Cell density map:
Bar = 20 um. The die is cut into 9 by 9 equal tiles; black is low, pale yellow is high, 0 to 100% covered.
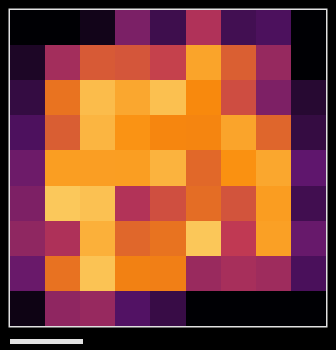
PDN straps and rails:
Bar = 20 um. Pins as bars on the die edge.
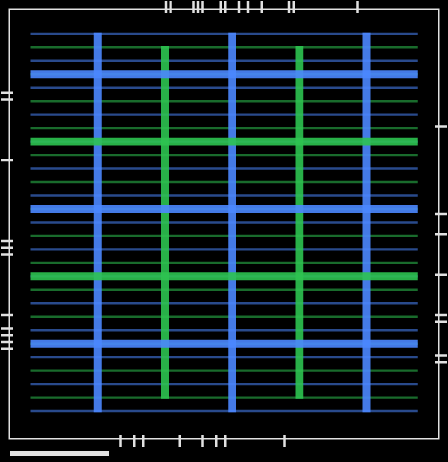
Cell classes on the final placement:
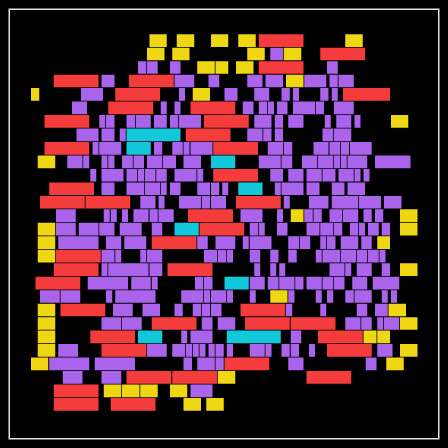
### config.mk
export PLATFORM = sky130hd
export DESIGN_NAME = seq_pattern_tx
export DESIGN_NICKNAME = d
export VERILOG_FILES = /design/src/rtl/seq_pattern_tx.sv
export SDC_FILE = /design/constraint.sdc
export NUM_CORES = 1
export LEC_CHECK = 0
export CAP_MARGIN = 10
export CORE_MARGIN = 4
export CORE_UTILIZATION = 50
export CTS_BUF_LIST = sky130_fd_sc_hd__clkbuf_2 sky130_fd_sc_hd__clkbuf_4 sky130_fd_sc_hd__clkbuf_8
export DETAILED_ROUTE_END_ITERATION = 10
export PLACE_DENSITY = 0.77
export SYNTH_ARGS = -nofsm -noshare
export SYNTH_HDL_FRONTEND = slang
export SYNTH_SLANG_ARGS = --single-unit
### constraint.sdc
create_clock -name clk -period 3.6 [get_ports clk]
set_input_delay 0.54 -clock clk [delete_from_list [all_inputs] [get_ports clk]]
set_output_delay 0.54 -clock clk [all_outputs]
set_load 0.01 [all_outputs]
### src/rtl/seq_pattern_tx.sv
// Serial pattern transmitter: shifts a 1-8 bit pattern MSB-first at CLK_DIV cycles per bit,
// with optional repeats separated by idle-zero gaps, and shows the completed-frame count on a 7-segment display.
`timescale 1ns/1ps
module seq_pattern_tx #(
    parameter int CLK_DIV  = 4,
    parameter int GAP_BITS = 2
) (
    input  logic       clk,
    input  logic       rst_n,
    input  logic       ena_i,
    input  logic       start_i,
    input  logic       stop_i,
    input  logic [7:0] pattern_i,
    input  logic [2:0] pat_len_i,
    input  logic [3:0] repeat_i,
    output logic       bit_out_o,
    output logic       bit_strobe_o,
    output logic       busy_o,
    output logic       done_o,
    output logic [7:0] frame_cnt_o,
    output logic [7:0] seg_o
);

    localparam int GAP_CYC = GAP_BITS * CLK_DIV;
    localparam int CNT_MAX = (GAP_CYC > CLK_DIV) ? GAP_CYC : CLK_DIV;
    localparam int CNT_W   = (CNT_MAX > 1) ? $clog2(CNT_MAX) : 1;

    localparam logic [CNT_W-1:0] BIT_LAST = CNT_W'(CLK_DIV - 1);
    localparam logic [CNT_W-1:0] GAP_LAST = CNT_W'((GAP_CYC > 0) ? GAP_CYC - 1 : 0);

    typedef enum logic [1:0] {
        S_IDLE = 2'd0,
        S_SEND = 2'd1,
        S_GAP  = 2'd2
    } state_t;

    state_t           state_q, state_d;
    logic [CNT_W-1:0] cnt_q,   cnt_d;
    logic [2:0]       idx_q,   idx_d;
    logic [2:0]       len_q,   len_d;
    logic [7:0]       pat_q,   pat_d;
    logic [3:0]       rep_q,   rep_d;
    logic             bit_q,   bit_d;
    logic             stb_q,   stb_d;
    logic             done_q,  done_d;
    logic [7:0]       fcnt_q,  fcnt_d;
    logic [7:0]       seg_q,   seg_d;

    // Digit codes keep the dot (bit 0) clear; the dot marks an active transmission.
    function automatic logic [7:0] seg_encode(input logic [7:0] cnt, input logic busy);
        logic [3:0] d;
        logic [7:0] code;
        d = 4'(cnt % 8'd10);
        case (d)
            4'd0:    code = 8'hFC;
            4'd1:    code = 8'hC0;
            4'd2:    code = 8'h6E;
            4'd3:    code = 8'hE6;
            4'd4:    code = 8'hD2;
            4'd5:    code = 8'hB6;
            4'd6:    code = 8'hBE;
            4'd7:    code = 8'hE0;
            4'd8:    code = 8'hFE;
            4'd9:    code = 8'hF6;
            default: code = 8'hFC;
        endcase
        if (!busy && cnt == 8'd0) begin
            code = 8'h02;
        end else begin
            code[0] = busy;
        end
        return code;
    endfunction

    always_comb begin
        state_d = state_q;
        cnt_d   = cnt_q;
        idx_d   = idx_q;
        len_d   = len_q;
        pat_d   = pat_q;
        rep_d   = rep_q;
        bit_d   = bit_q;
        stb_d   = stb_q;
        done_d  = done_q;
        fcnt_d  = fcnt_q;
        seg_d   = seg_q;

        if (ena_i) begin
            stb_d  = 1'b0;
            done_d = 1'b0;
            seg_d  = seg_encode(fcnt_q, state_q != S_IDLE);

            unique case (state_q)
                S_IDLE: begin
                    bit_d = 1'b0;
                    if (start_i && !stop_i) begin
                        pat_d   = pattern_i;
                        len_d   = pat_len_i;
                        rep_d   = repeat_i;
                        idx_d   = pat_len_i;
                        cnt_d   = '0;
                        fcnt_d  = 8'd0;
                        bit_d   = pattern_i[pat_len_i];
                        stb_d   = 1'b1;
                        state_d = S_SEND;
                    end
                end

                S_SEND: begin
                    if (stop_i) begin
                        state_d = S_IDLE;
                        bit_d   = 1'b0;
                        cnt_d   = '0;
                    end else if (cnt_q != BIT_LAST) begin
                        cnt_d = cnt_q + 1'b1;
                    end else if (idx_q != 3'd0) begin
                        idx_d = idx_q - 3'd1;
                        cnt_d = '0;
                        bit_d = pat_q[idx_q - 3'd1];
                        stb_d = 1'b1;
                    end else begin
                        // Last bit of the frame has fully elapsed.
                        fcnt_d = fcnt_q + 8'd1;
                        cnt_d  = '0;
                        if (rep_q == 4'd1) begin
                            state_d = S_IDLE;
                            bit_d   = 1'b0;
                            done_d  = 1'b1;
                        end else begin
                            if (rep_q != 4'd0) begin
                                rep_d = rep_q - 4'd1;
                            end
                            if (GAP_BITS == 0) begin
                                idx_d = len_q;
                                bit_d = pat_q[len_q];
                                stb_d = 1'b1;
                            end else begin
                                state_d = S_GAP;
                                bit_d   = 1'b0;
                            end
                        end
                    end
                end

                S_GAP: begin
                    if (stop_i) begin
                        state_d = S_IDLE;
                        bit_d   = 1'b0;
                        cnt_d   = '0;
                    end else if (cnt_q != GAP_LAST) begin
                        cnt_d = cnt_q + 1'b1;
                    end else begin
                        state_d = S_SEND;
                        idx_d   = len_q;
                        cnt_d   = '0;
                        bit_d   = pat_q[len_q];
                        stb_d   = 1'b1;
                    end
                end

                default: begin
                    state_d = S_IDLE;
                    bit_d   = 1'b0;
                end
            endcase
        end
    end

    always_ff @(posedge clk or negedge rst_n) begin
        if (!rst_n) begin
            state_q <= S_IDLE;
            cnt_q   <= '0;
            idx_q   <= 3'd0;
            len_q   <= 3'd0;
            pat_q   <= 8'd0;
            rep_q   <= 4'd0;
            bit_q   <= 1'b0;
            stb_q   <= 1'b0;
            done_q  <= 1'b0;
            fcnt_q  <= 8'd0;
            seg_q   <= 8'h02;
        end else begin
            state_q <= state_d;
            cnt_q   <= cnt_d;
            idx_q   <= idx_d;
            len_q   <= len_d;
            pat_q   <= pat_d;
            rep_q   <= rep_d;
            bit_q   <= bit_d;
            stb_q   <= stb_d;
            done_q  <= done_d;
            fcnt_q  <= fcnt_d;
            seg_q   <= seg_d;
        end
    end

    // Pulses are held in their registers across an ena-low stretch but must not be seen while frozen.
    assign bit_strobe_o = stb_q & ena_i;
    assign done_o       = done_q & ena_i;
    assign bit_out_o    = bit_q;
    assign busy_o       = (state_q != S_IDLE);
    assign frame_cnt_o  = fcnt_q;
    assign seg_o        = seg_q;

endmodule

==> flow_summary.json <==
{
  "clock-sinks": 42,
  "finalClockPeriodUsage": 0.924,
  "ctsLongestPathBuffers": 2,
  "clockPowerShare": 0.198,
  "grtUsageMet3": 0.0266,
  "io_buffers": 39,
  "viasPerCell": 5.98,
  "place_hpwl_um": 5230,
  "p_switching_uw": 845,
  "setup_viol": 0,
  "grtUsageTotal": 0.201,
  "worstSetupPathType": "flip-flop to flip-flop",
  "ys_ff": 42,
  "r2r_start": "frame_cnt_o[5]$_DFFE_PN0P_",
  "top_cell": "dfrtp_1",
  "signal_buffers": 44,
  "peakVddDrop_mv": 0.324,
  "gr-total-overflow": 0,
  "cts_hold_buf": 0,
  "nonClkBufAreaFrac": 0.115,
  "cp_num_cells": 11,
  "die_h_um": 86.4,
  "xor_area_frac": 0.0342,
  "warning_count": 37,
  "power_leader": "combinational cells",
  "setup-tns-final_ns": 0,
  "grt_pass1_vias": 2664,
  "fp_nets": 358,
  "busiest_layer": "met2",
  "ys_seq_share": 0.342,
  "pre_cts_slack_ns": 0.321,
  "yosys_warnings": 0,
  "powerSeq_uw": 797,
  "tritoncts": "done",
  "grt_max_degree": 43,
  "maxSlewHeadroom": 0.369,
  "cts_resized": 0,
  "dp_cells": 425,
  "postLayoutCoreUtil": 0.616,
  "setup_ws_ns": 0.274,
  "holdWs_ns": 0.382,
  "clock_area_frac": 0.0389,
  "edf_count": 0,
  "period_minus_slack_ns": 3.33,
  "rrSetupSlack_ns": 0.27,
  "status": "finished, final reports clean",
  "syn_inst": 320,
  "crit_arrival_ns": 3.52,
  "met2_usage": 0.359,
  "cp_max_fo": 13,
  "drv_slew": 0,
  "io_pins": 40,
  "drt.antenna.violating_nets": 0,
  "comb_area_um2": 1880,
  "drt_iter0_markers": 92,
  "p_clk_uw": 462,
  "cts_max_level": 2,
  "antennaDiodeCount": 0,
  "mostFrequentLayoutCell": "dfrtp_1",
  "p_sw_frac": 0.362,
  "clkSlewWorstSetupHoldPaths_ns": 0.09,
  "routed_wl_um": 6960,
  "wl_met1_um": 2960,
  "chip_area_um2": 7470,
  "wl_met3_um": 264,
  "p_leak_uw": 0.00154,
  "cts-buffers-inserted": 5,
  "inv_count": 20,
  "num_rows": 28,
  "worst_setup_path_end_kind": "flip-flop",
  "max_freq_ghz": 0.301,
  "clk_latency_ns": 0.30,
  "synth.top_cells.by_count": "41 x dfrtp_1, 27 x nor2_1, 19 x inv_1, 19 x nand2_1, 18 x ha_1",
  "topCellsByArea": "dfrtp_1 33%, ha_1 7.3%, mux2_2 5.5%",
  "p_seq_frac": 0.341,
  "hold_viol": 0,
  "ff_type": "dfrtp_1",
  "placed_area_um2": 3520,
  "power_density_nw_per_um2": 637,
  "top_area_frac": 0.334,
  "finalPower_uw": 2330,
  "largest_area_cell": "dfrtp_1",
  "gp_congestion": 0.859,
  "mux_area_frac": 0.109,
  "critical_path_buf_inv_count": 1,
  "endpoint": "seg_o[2]$_DFFE_PN0P_",
  "powerComb_uw": 1080,
  "r2r_cells": 11,
  "avgRoutedWirePerCell_um": 16.1,
  "cp_cell_sequence": "nor2b_1 > a22oi_2 > nor2_1 > a311o_1 > nor2_1 > o211a_1 > or3_1 > ha_1 > inv_1 > o21a_1 > a221o_1",
  "cp-start-kind": "flip-flop",
  "stdcell_count": 433,
  "worst_r2r_endpoint": "seg_o[2]$_DFFE_PN0P_",
  "nFillCells": 534,
  "comb_share": 0.513,
  "nets": 395,
  "dr.max_layer_used": "met4",
  "p_int_uw": 1490,
  "hold_class": "input pin to async pin",
  "ys_types": 74,
  "seq_share": 0.287,
  "worstMarginPinSlew_ns": 0.947,
  "final_area_um2": 3670,
  "cp_top_family": "simple AND/OR/NAND/NOR gates",
  "max_stage_delay_ns": 0.57,
  "initCoreUtil": 0.516,
  "cp.required_ns": 3.79,
  "synth_stat.cells": 320,
  "antenna_found_initial": 0,
  "adder_share": 0.0733,
  "fp.dieW_um": 86.4,
  "top_logic_kind": "AND-OR/OR-AND gates",
  "max-cap-violations": 0,
  "worst_path_most_repeated_cell": "nor2_1",
  "core_um2": 5960,
  "rsz0062_at_grt": "no",
  "use_met1": 0.254,
  "skew_ns": 0.00982,
  "dr_total_vias": 2589,
  "wl_met2_um": 3650,
  "combPwrFrac": 0.461,
  "mostFrequentLayoutCells": "41 x dfrtp_1, 38 x clkdlybuf4s50_1, 27 x nor2_1",
  "drc": 0,
  "critPathLaunch": "frame_cnt_o[5]$_DFFE_PN0P_",
  "grt_first_pass_wirelength_um": 12300,
  "synthesis.area_um2": 3070,
  "crit_slowest_cell": "nor2b_1",
  "syn_to_final_growth_pct": 19.3,
  "tapCellCount": 75,
  "largest_cell_class": "logic gates",
  "root_buffer": "clkbuf_8",
  "drive_above_1_share": 0.142,
  "ff_count": 42,
  "ys_area_um2": 3070
}
-- 'cell density map' (at the start) --
nearly empty tiles = 9.9%
tiles over 75% full = 25%
mean over tiles = 48%
fullest tile = 88%
densest ninth of the die = centre

-- 'PDN straps and rails' (at the start) --
green -> VDD
blue -> VSS
met1 rails = 29
met5 straps = 5

-- 'cell classes on the final placement' (at the start) --
yellow -> other buffers and delay cells  # cells 44
cyan -> clock drivers and dummy loads  # cells 8
purple -> all other logic  # cells 264
red -> flip-flops  # cells 42

